**src/rtl/regression_run_sequencer_if.sv**
```systemverilog
// Host/core-facing signal bundle of the regression run sequencer.
// The sequencer connects through the slave modport; the environment drives through master.
interface regression_run_sequencer_if #(
   parameter int W  = 20,
   parameter int AW = 8,
   parameter int CW = 16
);
   logic          go;
   logic          busy;
   logic          done;
   logic          in_valid;
   logic [W-1:0]  in_x;
   logic [W-1:0]  in_y;
   logic          in_ready;
   logic          mem_we;
   logic [AW-1:0] mem_addr;
   logic [W-1:0]  mem_wdata_x;
   logic [W-1:0]  mem_wdata_y;
   logic          core_start;
   logic          core_ready;
   logic [W-1:0]  err_rd_data;
   logic          out_valid;
   logic [W-1:0]  out_data;
   logic          out_last;
   logic          out_ready;
   logic [CW-1:0] run_cycles;

   modport master (
      output go, in_valid, in_x, in_y, core_ready, err_rd_data, out_ready,
      input  busy, done, in_ready, mem_we, mem_addr, mem_wdata_x, mem_wdata_y,
             core_start, out_valid, out_data, out_last, run_cycles
   );

   modport slave (
      input  go, in_valid, in_x, in_y, core_ready, err_rd_data, out_ready,
      output busy, done, in_ready, mem_we, mem_addr, mem_wdata_x, mem_wdata_y,
             core_start, out_valid, out_data, out_last, run_cycles
   );
endinterface

```
**src/rtl/regression_run_sequencer.sv**
```systemverilog
// Run sequencer: loads N (x,y) samples, kicks the regression core, waits for it,
// then streams the N error values out. Outputs are combinational decodes of state/idx.
module regression_run_sequencer #(
   parameter int N  = 150,
   parameter int W  = 20,
   parameter int AW = 8,
   parameter int CW = 16
) (
   input  logic                      clk,
   input  logic                      rst,
   regression_run_sequencer_if.slave bus
);
   typedef enum logic [2:0] {
      IDLE,
      LOAD,
      KICK,
      WAIT_BUSY,
      WAIT_DONE,
      DRAIN,
      DONE
   } state_t;

   localparam logic [AW-1:0] LAST = AW'(N - 1);

   state_t        state, state_nx;
   logic [AW-1:0] idx, idx_nx;
   logic [CW-1:0] run_cycles_q, run_cycles_nx, run_cycles_inc;

   assign run_cycles_inc = (run_cycles_q == '1) ? run_cycles_q : run_cycles_q + CW'(1);
   assign bus.run_cycles = run_cycles_q;

   always_ff @(posedge clk) begin
      if (rst) begin
         state        <= IDLE;
         idx          <= '0;
         run_cycles_q <= '0;
      end else begin
         state        <= state_nx;
         idx          <= idx_nx;
         run_cycles_q <= run_cycles_nx;
      end
   end

   always_comb begin
      state_nx        = state;
      idx_nx          = idx;
      run_cycles_nx   = run_cycles_q;
      bus.busy        = (state != IDLE);
      bus.done        = 1'b0;
      bus.in_ready    = 1'b0;
      bus.mem_we      = 1'b0;
      bus.mem_addr    = '0;
      bus.mem_wdata_x = '0;
      bus.mem_wdata_y = '0;
      bus.core_start  = 1'b0;
      bus.out_valid   = 1'b0;
      bus.out_data    = '0;
      bus.out_last    = 1'b0;

      case (state)
         IDLE: begin
            if (bus.go) begin
               state_nx = LOAD;
               idx_nx   = '0;
            end
         end
         LOAD: begin
            bus.in_ready    = 1'b1;
            bus.mem_we      = bus.in_valid;
            bus.mem_addr    = idx;
            bus.mem_wdata_x = W'(bus.in_x);
            bus.mem_wdata_y = W'(bus.in_y);
            if (bus.in_valid) begin
               if (idx == LAST) begin
                  state_nx = KICK;
                  idx_nx   = '0;
               end else begin
                  idx_nx = idx + AW'(1);
               end
            end
         end
         KICK: begin
            // Start follows core_ready so the pulse is exactly one cycle wide.
            bus.core_start = bus.core_ready;
            if (bus.core_ready) begin
               state_nx      = WAIT_BUSY;
               run_cycles_nx = '0;
            end
         end
         WAIT_BUSY: begin
            run_cycles_nx = run_cycles_inc;
            if (!bus.core_ready) state_nx = WAIT_DONE;
         end
         WAIT_DONE: begin
            run_cycles_nx = run_cycles_inc;
            if (bus.core_ready) begin
               state_nx = DRAIN;
               idx_nx   = '0;
            end
         end
         DRAIN: begin
            bus.mem_addr  = idx;
            bus.out_valid = 1'b1;
            bus.out_data  = W'(bus.err_rd_data);
            bus.out_last  = (idx == LAST);
            if (bus.out_ready) begin
               if (idx == LAST) begin
                  state_nx = DONE;
                  idx_nx   = '0;
               end else begin
                  idx_nx = idx + AW'(1);
               end
            end
         end
         DONE: begin
            bus.done = 1'b1;
            state_nx = IDLE;
         end
         default: begin
            state_nx = IDLE;
            idx_nx   = '0;
         end
      endcase
   end
endmodule

```
**src/flat_wrapper.sv**
```systemverilog
// flat-port wrapper written by rule: the top's interface ports become plain ports
module regression_run_sequencer_flat 
#(
   parameter int N  = 150,
   parameter int W  = 20,
   parameter int AW = 8,
   parameter int CW = 16
)
  (clk, rst, bus_go, bus_in_valid, bus_in_x, bus_in_y, bus_core_ready, bus_err_rd_data, bus_out_ready, bus_busy, bus_done, bus_in_ready, bus_mem_we, bus_mem_addr, bus_mem_wdata_x, bus_mem_wdata_y, bus_core_start, bus_out_valid, bus_out_data, bus_out_last, bus_run_cycles);
  regression_run_sequencer_if #(.W(W), .AW(AW), .CW(CW)) bus_i ();
  input  logic clk;
  input  logic rst;
  input wire logic [$bits(bus_i.go)-1:0] bus_go;
  input wire logic [$bits(bus_i.in_valid)-1:0] bus_in_valid;
  input wire logic [$bits(bus_i.in_x)-1:0] bus_in_x;
  input wire logic [$bits(bus_i.in_y)-1:0] bus_in_y;
  input wire logic [$bits(bus_i.core_ready)-1:0] bus_core_ready;
  input wire logic [$bits(bus_i.err_rd_data)-1:0] bus_err_rd_data;
  input wire logic [$bits(bus_i.out_ready)-1:0] bus_out_ready;
  output wire logic [$bits(bus_i.busy)-1:0] bus_busy;
  output wire logic [$bits(bus_i.done)-1:0] bus_done;
  output wire logic [$bits(bus_i.in_ready)-1:0] bus_in_ready;
  output wire logic [$bits(bus_i.mem_we)-1:0] bus_mem_we;
  output wire logic [$bits(bus_i.mem_addr)-1:0] bus_mem_addr;
  output wire logic [$bits(bus_i.mem_wdata_x)-1:0] bus_mem_wdata_x;
  output wire logic [$bits(bus_i.mem_wdata_y)-1:0] bus_mem_wdata_y;
  output wire logic [$bits(bus_i.core_start)-1:0] bus_core_start;
  output wire logic [$bits(bus_i.out_valid)-1:0] bus_out_valid;
  output wire logic [$bits(bus_i.out_data)-1:0] bus_out_data;
  output wire logic [$bits(bus_i.out_last)-1:0] bus_out_last;
  output wire logic [$bits(bus_i.run_cycles)-1:0] bus_run_cycles;
  assign bus_i.go = bus_go;
  assign bus_i.in_valid = bus_in_valid;
  assign bus_i.in_x = bus_in_x;
  assign bus_i.in_y = bus_in_y;
  assign bus_i.core_ready = bus_core_ready;
  assign bus_i.err_rd_data = bus_err_rd_data;
  assign bus_i.out_ready = bus_out_ready;
  assign bus_busy = bus_i.busy;
  assign bus_done = bus_i.done;
  assign bus_in_ready = bus_i.in_ready;
  assign bus_mem_we = bus_i.mem_we;
  assign bus_mem_addr = bus_i.mem_addr;
  assign bus_mem_wdata_x = bus_i.mem_wdata_x;
  assign bus_mem_wdata_y = bus_i.mem_wdata_y;
  assign bus_core_start = bus_i.core_start;
  assign bus_out_valid = bus_i.out_valid;
  assign bus_out_data = bus_i.out_data;
  assign bus_out_last = bus_i.out_last;
  assign bus_run_cycles = bus_i.run_cycles;
  regression_run_sequencer #(.N(N), .W(W), .AW(AW), .CW(CW)) u_core (.clk(clk), .rst(rst), .bus(bus_i));
endmodule
```
**config.mk**
```make
export PLATFORM = sky130hd
export DESIGN_NAME = regression_run_sequencer_flat
export DESIGN_NICKNAME = d
export VERILOG_FILES = /design/src/rtl/regression_run_sequencer_if.sv /design/src/rtl/regression_run_sequencer.sv /design/src/flat_wrapper.sv
export SDC_FILE = /design/constraint.sdc
export NUM_CORES = 1
export LEC_CHECK = 0
export CAP_MARGIN = 15
export CORE_MARGIN = 5
export CORE_UTILIZATION = 34
export DETAILED_ROUTE_END_ITERATION = 10
export PLACE_DENSITY = 0.85
export SLEW_MARGIN = 20
export SYNTH_ARGS = -nofsm -noshare
export SYNTH_HDL_FRONTEND = slang
export SYNTH_SLANG_ARGS = --single-unit
```
**constraint.sdc**
```tcl
create_clock -name clk -period 2.3 [get_ports clk]
set_clock_uncertainty 0.1 [all_clocks]
set_input_delay 0.46 -clock clk [delete_from_list [all_inputs] [get_ports clk]]
set_output_delay 0.46 -clock clk [all_outputs]
set_load 0.02 [all_outputs]
```
### PDN straps and rails

Scale bar: 20 um. Pins as bars on the die edge.
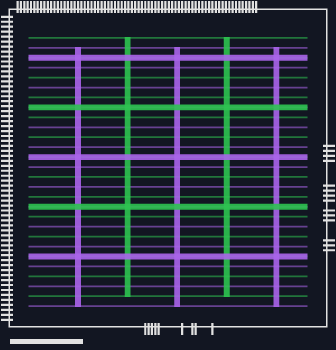
[VSS] purple
[VDD] green
rows: 27
met4 straps: 5
met5 straps: 5
met1 rails: 28
vertical extent of the die: 86.52 um
worst voltage drop across the vdd grid: 0.2166 mV

### Placement by cell class

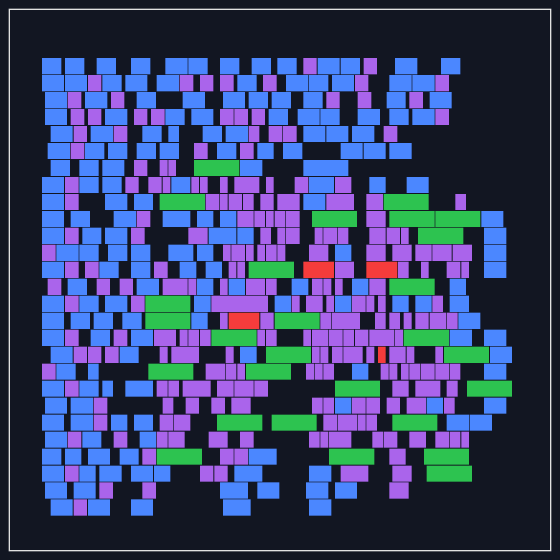
[clock drivers and dummy loads] red | cells: 4 | share of their area: 1.2%
[combinational and other logic] purple | cells: 229 | share of their area: 38%
[sequential cells] green | cells: 27 | share of their area: 15%
[remaining buffers and delay cells] blue | cells: 183 | share of their area: 46%
Final Cell Area: 3786 um2
Post-Route Utilization: 67.51%
core footprint: 5608 um2

### Clock wires, drivers and flops

Scale bar: 20 um.
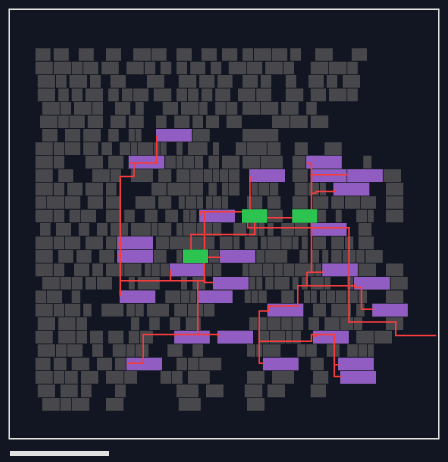
[clock wires] red | length: 346 um
[clock drivers] green | count: 3
[flip-flops] purple | count: 27
routed clock nets: 4
part of the power in the clock network: 25.5%
Clock Power: 0.277 mW
insertion delay of the later-clocked pin in the worst-skew pair: 0.27 ns

### Wiring by layer

Scale bar: 20 um.
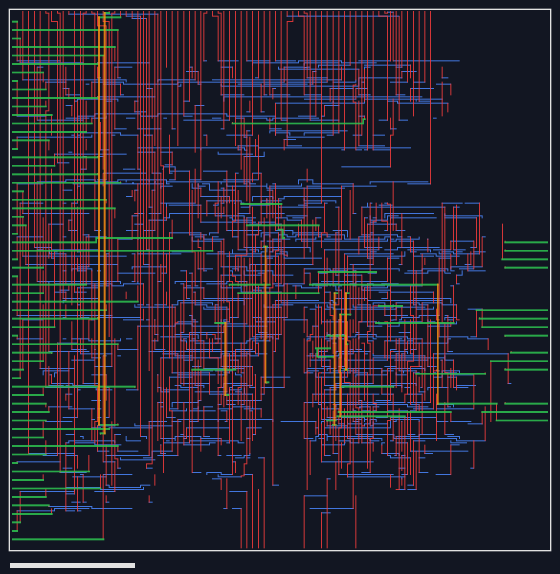
[metal 3] green | wire length: 843 um
[metal 1] blue | wire length: 3060 um
[metal 4] orange | wire length: 235 um
[metal 2] red | wire length: 4960 um
Final Routed Wirelength: 9.090 mm
per-cell routed wire length: 17.65 um
detailed-route via count: 2674
total track usage: 23.45%

==> reports/metrics.sh <==
TIMING.CRITICAL_PATH.SLOWEST_STAGE_CELL='sky130_fd_sc_hd__dlygate4sd2_1'
INITIAL_ANTENNA_VIOLATION_COUNT=0
CRITICAL_PATH_REQUIRED_NS=1.74
LAYOUT-DRIVE-GT1-SHARE_PCT=11.06
STATUS='complete, no violations'
TIMING.HOLD.WS_NS=0.4079
GRT.MET2_USAGE_PCT=45.41
TOP_LAYER='met4'
SETUP_VIOL_COUNT_FINAL=0
CLKTRANSATPATHREGS_NS=0.10
CTS_INSERTED_BUFFERS=3
CRITICAL_PATH.ENDPOINT_TYPE='primary output'
WORSTSETUPPATHTYPE='reg -> out'
FP.DIEAREA_UM2=7485
YS_FF=27
IO_BUFFER_COUNT=156
CRIT_PATH_MAX_FANOUT=24
NETSWITCHINGPOWER_mW=0.3046
GLOBAL_ROUTE.USAGE.MET1_PCT=24.03
POST_LAYOUT_WORST_SETUP_MARGIN_NS=0.06869
WORSTREG2REGSTART='u_core.idx[1]'
FINALHOLDVIOLCOUNT=0
GRT_PASS1_VIAS=2682
COUNT_OF_TOOL_WARNINGS=27
SYNTH.LOGIC.TOP_FAMILY='simple AND/OR/NAND/NOR gates'
N_ANTENNA_CELL=0
POWER_SWITCHING_SHARE_PCT=28.03
FINALWEIGHTEDCONGESTION=0.8682
DRC=0
WORST_PATH_DOMINANT_CELL_FAMILY='buffers and inverters'
SYNTH_SEQUENTIAL_AREA_RATIO_PCT=27.15
GLOBALROUTE.TOTALOVERFLOW=0
SYNTH-COMPOUND-AREA-SHARE_PCT=19.92
YOSYS_CELLS=271
CLOCK_PERIOD_MINUS_FINAL_WORST_SETUP_SLACK_NS=2.231
CTS_TREE='yes'
FA_HA_AREA_SHARE_PCT=1.886
TOTALNEGATIVESETUPSLACK_NS=0
STAGE_DELAY_OF_THE_SLOWEST_CELL_ON_THE_CRITICAL_PATH_NS=0.40
## cell usage in the layout, fill, tap and decap left out, drive strengths merged, types with 2 or more instances in the layout
master	count
a41oi	2
o21a	4
clkdlybuf4s15	3
a21oi	16
and4	3
nor2b	3
dlymetal6s2s	7
nand2	20
mux2i	2
dfxtp	27
nor2	22
clkdlybuf4s50	81
mux2	2
nand4	3
o211ai	2
and3	25
buf	33
o31ai	7
o311ai	6
inv	9
dlygate4sd2	57
nor4	2
a31o	2
a211oi	2
a31oi	4
nand2b	5
and2	48
ha	3
clkbuf	6
nand3	9
o21ai	11
or3	4
## sequential cells by signal (all words and copies together), names as in the netlist
name	flops
u_core.bus.run_cycles	16
u_core.state	3
u_core.idx	8
## power by group through the flow
stage	sequential [mW]	combinational [mW]	clock, mW
floorplan	0.484	0.127	0
global placement	0.483	0.360	0
detailed placement	0.483	0.362	0
CTS	0.472	0.335	0.277
global route	0.473	0.360	0.295
finish	0.472	0.337	0.277
## worst max-delay path by stage
stage	slack, ns	endpoint	from	cells after the start
3_3_place_gp	-0.01	bus_out_data[19]	bus_err_rd_data[19]	3
4_1_cts	0.0003	bus_mem_addr[5]	u_core.state[0]	5
3_5_place_dp	-0.03	bus_out_last	u_core.idx[1]	6
2_1_floorplan	0.26	bus_mem_wdata_y[10]	u_core.state[1]	5
5_1_grt	-0.01	bus_out_data[17]	u_core.state[0]	5
6_report	0.07	bus_out_data[13]	u_core.state[0]	5
## repair_timing
| item | in CTS | in global routing |
|---|---|---|
| endpoints found under the hold margin | 0 | 0 |
| buffers inserted | 0 | 1 |
| hold buffers | 0 | 0 |
| setup endpoints to repair | 65 | 24 |
| pin swaps | 0 | 1 |
| resized | 66 | 19 |
## synthesized netlist by cell type, types with 5 or more instances
cell | instances | area [um2]
sky130_fd_sc_hd__a21oi_1 | 16 | 80.08
sky130_fd_sc_hd__and2_1 | 48 | 300.3
sky130_fd_sc_hd__and3_1 | 25 | 156.4
sky130_fd_sc_hd__clkbuf_1 | 12 | 45.04
sky130_fd_sc_hd__dfxtp_1 | 27 | 540.5
sky130_fd_sc_hd__inv_1 | 9 | 33.78
sky130_fd_sc_hd__nand2_1 | 19 | 71.32
sky130_fd_sc_hd__nand2b_1 | 5 | 31.28
sky130_fd_sc_hd__nand3_1 | 9 | 45.04
sky130_fd_sc_hd__nor2_1 | 22 | 82.58
sky130_fd_sc_hd__o21ai_0 | 9 | 45.04
sky130_fd_sc_hd__o311ai_0 | 6 | 52.55
sky130_fd_sc_hd__o31ai_1 | 7 | 52.55
## kinds of logic after synthesis
kind of cell | Yosys count
AND-OR/OR-AND | 60
adder cells (fa/ha/maj) | 3
buffers and inverters | 25
flip-flops | 27
multiplexers | 4
AND/OR/NAND/NOR | 152
## area by class of cell
| class | count | area, um2 | area share [%] |
|---|---|---|---|
| Timing Repair Buffer | 183 | 1703 | 44.98 |
| Multi-Input combinational cell | 219 | 1370 | 36.19 |
| Sequential cell | 27 | 540.5 | 14.28 |
| Tap cell | 72 | 90.09 | 2.379 |
| Clock buffer | 4 | 45.04 | 1.190 |
| Inverter | 10 | 37.54 | 0.9914 |
Power and IR drop assume default switching activity.
